--- config.mk ---
export PLATFORM = sky130hd
export DESIGN_NAME = gray_rx_tracker
export DESIGN_NICKNAME = d
export VERILOG_FILES = /design/src/rtl/gray_rx_tracker.sv
export SDC_FILE = /design/constraint.sdc
export NUM_CORES = 1
export LEC_CHECK = 0
export CAP_MARGIN = 0
export CORE_ASPECT_RATIO = 0.7
export CORE_MARGIN = 1
export CORE_UTILIZATION = 58
export CTS_CLUSTER_SIZE = 20
export DETAILED_ROUTE_END_ITERATION = 7
export HOLD_SLACK_MARGIN = 0.1
export PLACE_DENSITY = 0.85
export SKIP_CTS_REPAIR_TIMING = 1
export SYNTH_ARGS = -nofsm -noshare
export SYNTH_HDL_FRONTEND = slang
export SYNTH_SLANG_ARGS = --single-unit
export TNS_END_PERCENT = 20
--- constraint.sdc ---
create_clock -name clk -period 11.2 [get_ports clk]
set_input_delay 1.12 -clock clk [delete_from_list [all_inputs] [get_ports clk]]
set_output_delay 1.12 -clock clk [all_outputs]
set_load 0.03 [all_outputs]
--- src/rtl/gray_rx_tracker.sv ---
// gray_rx_tracker
// Receive-side tracker for a Gray-coded sample stream. Each sample goes
// through two stages. Stage 1 captures the sample. Stage 2 decodes it to
// binary and compares it with the previous decoded sample. It reports each
// transition as a hold, +1, -1 or illegal skip, and keeps a wraparound
// position accumulator built from the +/-1 steps.
//
// Ports:
//   clk        rising-edge clock
//   rst        asynchronous active-high reset
//   clear      synchronous clear of tracking state and pipeline
//   in_valid   gray_in carries a new sample this cycle
//   gray_in    Gray-coded sample, WIDTH bits
//   out_valid  one-cycle pulse, decoded result of one sample
//   bin_out    decoded binary of the latest sample, holds between pulses
//   step_up    with out_valid: transition was +1 (mod 2^WIDTH)
//   step_down  with out_valid: transition was -1 (mod 2^WIDTH)
//   skip_err   with out_valid: transition was neither 0 nor +/-1
//   err_sticky set by any skip_err, cleared only by rst/clear
//   position   accumulated steps, modulo 2^POS_WIDTH
module gray_rx_tracker #(
  parameter int WIDTH     = 4,
  parameter int POS_WIDTH = 16
) (
  input  logic                 clk,
  input  logic                 rst,
  input  logic                 clear,
  input  logic                 in_valid,
  input  logic [WIDTH-1:0]     gray_in,
  output logic                 out_valid,
  output logic [WIDTH-1:0]     bin_out,
  output logic                 step_up,
  output logic                 step_down,
  output logic                 skip_err,
  output logic                 err_sticky,
  output logic [POS_WIDTH-1:0] position
);

  // Gray to binary: each binary bit is the XOR of all Gray bits at or above it.
  function automatic logic [WIDTH-1:0] grayToBin(input logic [WIDTH-1:0] g);
    logic [WIDTH-1:0] b;
    b[WIDTH-1] = g[WIDTH-1];
    for (int i = WIDTH - 2; i >= 0; i--) begin
      b[i] = b[i+1] ^ g[i];
    end
    return b;
  endfunction

  logic                 s1_valid_q;
  logic [WIDTH-1:0]     s1_gray_q;
  logic                 out_valid_q;
  logic [WIDTH-1:0]     bin_out_q;
  logic                 step_up_q, step_up_d;
  logic                 step_down_q, step_down_d;
  logic                 skip_err_q, skip_err_d;
  logic                 err_sticky_q, err_sticky_d;
  logic [POS_WIDTH-1:0] position_q, position_d;
  logic [WIDTH-1:0]     prev_bin_q;
  logic                 primed_q;
  logic [WIDTH-1:0]     dec_bin;
  logic [WIDTH-1:0]     diff;

  // Stage 1 captures the incoming sample. A clear drops both the sample
  // offered with it and the sample already held here. The Gray register
  // only loads on a valid sample.
  always_ff @(posedge clk or posedge rst) begin
    if (rst) begin
      s1_valid_q <= 1'b0;
      s1_gray_q  <= '0;
    end else if (clear) begin
      s1_valid_q <= 1'b0;
    end else begin
      s1_valid_q <= in_valid;
      if (in_valid) begin
        s1_gray_q <= gray_in;
      end
    end
  end

  assign dec_bin = grayToBin(s1_gray_q);
  assign diff    = dec_bin - prev_bin_q;

  // Classify the stage-1 sample against the previous decoded value. The
  // first sample after reset or clear has nothing to compare with, so it
  // only primes the tracker. The subtraction wraps modulo 2^WIDTH, so
  // max->0 counts as +1 and 0->max counts as -1.
  always_comb begin
    step_up_d    = 1'b0;
    step_down_d  = 1'b0;
    skip_err_d   = 1'b0;
    err_sticky_d = err_sticky_q;
    position_d   = position_q;
    if (s1_valid_q && primed_q) begin
      if (diff == WIDTH'(1)) begin
        step_up_d  = 1'b1;
        position_d = position_q + POS_WIDTH'(1);
      end else if (diff == {WIDTH{1'b1}}) begin
        step_down_d = 1'b1;
        position_d  = position_q - POS_WIDTH'(1);
      end else if (diff != '0) begin
        skip_err_d   = 1'b1;
        err_sticky_d = 1'b1;
      end
    end
  end

  // Stage 2 registers the result of one sample. prev_bin follows every
  // sample, including illegal ones, so tracking resynchronises on the next
  // sample. A clear leaves bin_out unchanged so the last value stays visible.
  always_ff @(posedge clk or posedge rst) begin
    if (rst) begin
      out_valid_q  <= 1'b0;
      bin_out_q    <= '0;
      step_up_q    <= 1'b0;
      step_down_q  <= 1'b0;
      skip_err_q   <= 1'b0;
      err_sticky_q <= 1'b0;
      position_q   <= '0;
      prev_bin_q   <= '0;
      primed_q     <= 1'b0;
    end else if (clear) begin
      out_valid_q  <= 1'b0;
      step_up_q    <= 1'b0;
      step_down_q  <= 1'b0;
      skip_err_q   <= 1'b0;
      err_sticky_q <= 1'b0;
      position_q   <= '0;
      prev_bin_q   <= '0;
      primed_q     <= 1'b0;
    end else begin
      out_valid_q  <= s1_valid_q;
      step_up_q    <= step_up_d;
      step_down_q  <= step_down_d;
      skip_err_q   <= skip_err_d;
      err_sticky_q <= err_sticky_d;
      position_q   <= position_d;
      if (s1_valid_q) begin
        bin_out_q  <= dec_bin;
        prev_bin_q <= dec_bin;
        primed_q   <= 1'b1;
      end
    end
  end

  assign out_valid  = out_valid_q;
  assign bin_out    = bin_out_q;
  assign step_up    = step_up_q;
  assign step_down  = step_down_q;
  assign skip_err   = skip_err_q;
  assign err_sticky = err_sticky_q;
  assign position   = position_q;

endmodule

==> images/congestion_map.png <==
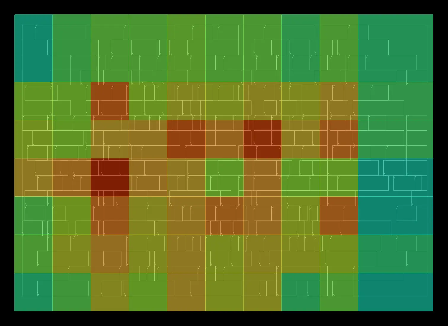
Wirelength per Cell: 15.6 um
Final Core Density: 0.740

==> images/ff_map.png <==
The bar under the picture is 20 um long. Other sequential cells in the stronger grey, the rest of the logic in the fainter grey.
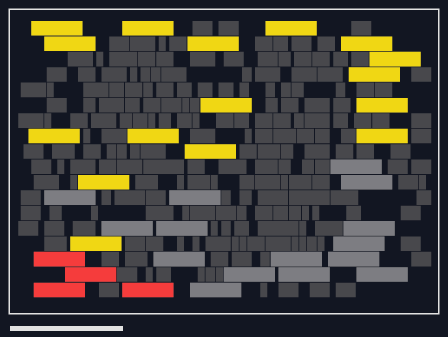
[yellow] position | flops: 16
[red] s1_gray_q | flops: 4 | where: bottom left

==> flow_summary.toml <==
# synthesis and place-and-route metrics
[yosys]
top_cells_by_area = "dfrtp_1, ha_1, xnor2_1"
ff_type = "dfrtp_1"
synth_flops = 35
ys_seq_frac = 0.398
yosys.area.top_type = "dfrtp_1"
mux_area_frac = 0.0449
topCombFamilyByArea = "AND-OR/OR-AND gates"
yosys.area_share.adder = 0.126
fp_nets = 230
yosys_area_sq_um = 2200
async_flop_share = 1.00
synthTopCellsByCount = "dfrtp_1, ha_1, nand2_1, a21oi_1, xnor2_1"
synthAoiAreaFrac = 0.220
yosysUniqueCellTypes = 50
synth_top_area_share = 0.398
synth_area_sq_um = 2200

[job]
warning_count = 28
max_cap_viol_count = 0

[routing]
maxUsedRoutingLayer = "met4"
wl_met3_um = 201
drtIter0Drc = 107
avgViaCountPerCell = 5.70
wl_um = 4490
wl_met1_um = 2330
drc = 0
dr.pass1.iters = 5

[finish]
largest_reg_flops = 16
seq_share = 0.331
drive_gt1_frac = 0.127
buffer_area_frac = 0.124
fin_area_sq_um = 2650
logic_gate_count = 154
lay_top_count = "dfrtp_1"
register_area_sq_um = 876
buffers = 33
syn2layout_area_growth_pct = 20.3
seq_cells = 35
fin_nets = 265
diodes = 0
fill_cells = 259
mostFrequentLayoutCells = "dfrtp_1, clkdlybuf4s50_1, ha_1"
sh_comb_area = 0.477
n_all_inverters = 7
nClkBuffers = 5

[clocking]
path_clk_slew_ns = 0.08
cts_tree = "built"
numClockSinks = 35
h-tree-depth = 2
numCtsBuffers = 5
clockRootBuffer = "clkbuf_8"
insertion_delay_ns = 0.30
cts_buffer_depth = 2

[placement]
place_ws_ns = 6.20
placed_cells = 279
dpl_cell_area_sq_um = 2560
numPortBuffers = 32
finalWeightedCongestion = 0.867

[critical_path]
cpPeakStageDelay_ns = 0.48
r2r-start = "s1_gray_q[3]"
cpLargestDelayFamily = "XOR/XNOR gates"
worst-path-buf-inv = 1
startpoint = "s1_gray_q[3]"
cp.depth = 16
critPathMaxFanout = 17
required_ns = 11.39
cp.arrival_ns = 5.23
regToRegSetupSlack_ns = 6.16
rr_endpoint = "position[15]"
crit_chain = "xnor2_1 -> xor2_1 -> inv_1 -> xnor2_1 -> ha_1 -> fa_1 -> xor2_1 -> nand4b_2 -> or2_2 -> ha_1 -> and3_1 -> a221oi_2 -> o211ai_1 -> nand2_1 -> mux2_1 -> o22a_1"
crit_path_top_delay_cell = "or2_2"

[global_routing]
grt_pass1_vias = 1469
met1_usage = 0.363
track_usage = 0.251
met2_usage = 0.365
grtUsageMet3 = 0.0768
antenna_found_initial = 0
grt_max_degree = 36

[pwr]
p_total_uw = 835
power_frac_seq = 0.219
power_density_nw_per_um2 = 315
power_clock_uw = 95.5
irDropWorstVdd_uv = 219
p_int_uw = 451
switchingPower_uw = 384
top_power_group = "combinational cells"
seq_cell_power_uw = 183
clkPwrFrac = 0.114
leakage_nw = 1.18

[timing]
setup-violations-final = 0
fin_crit_ns = 5.04
rsz0062_at_grt = "no"
finalHoldViolCount = 0
fmax_mhz = 198
slew_violations = 0
max_slew_margin = 0.494

[floorplanning]
dieHeight_um = 53.6
n_tap_cell = 50
die_w_um = 75.6
core-area_sq_um = 3580
ios = 33
chip_area_sq_um = 4050

[worst_hold_path]
min_from = "err_sticky"
hold_path_depth = 1
hold_path_end = "err_sticky"

[status]
status = "finished clean"
==> images/port_trees.png <==
The bar under the picture is 20 um long.
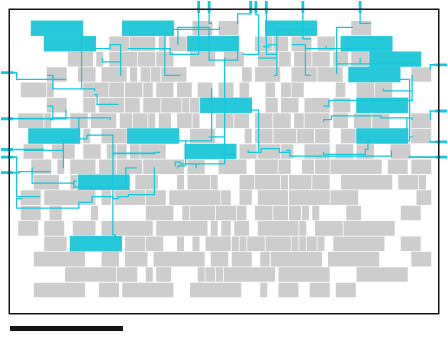
[cyan] position | bits: 16 | direction: output | edge: 7 top, 5 left, 4 right | end cells: 16 | buffers: 16 | wire: 567 um

==> images/m1.png <==
The bar under the picture is 20 um long. Supply wires on this layer in grey. Cells faint in the background.
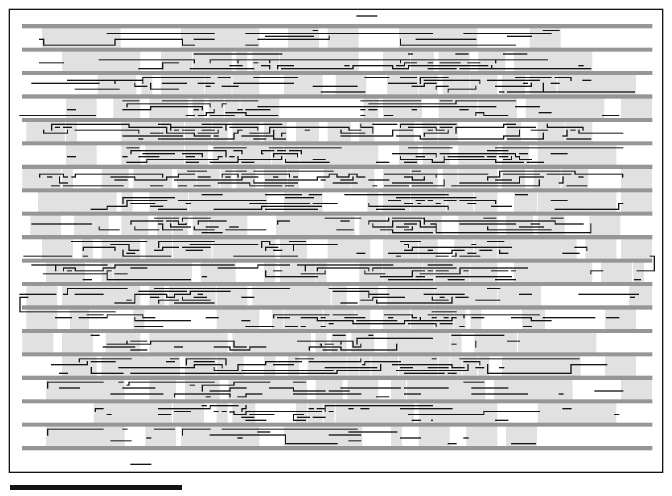
main direction: horizontal
share of all routed wire: 52%
longest straight run: 39.1 um

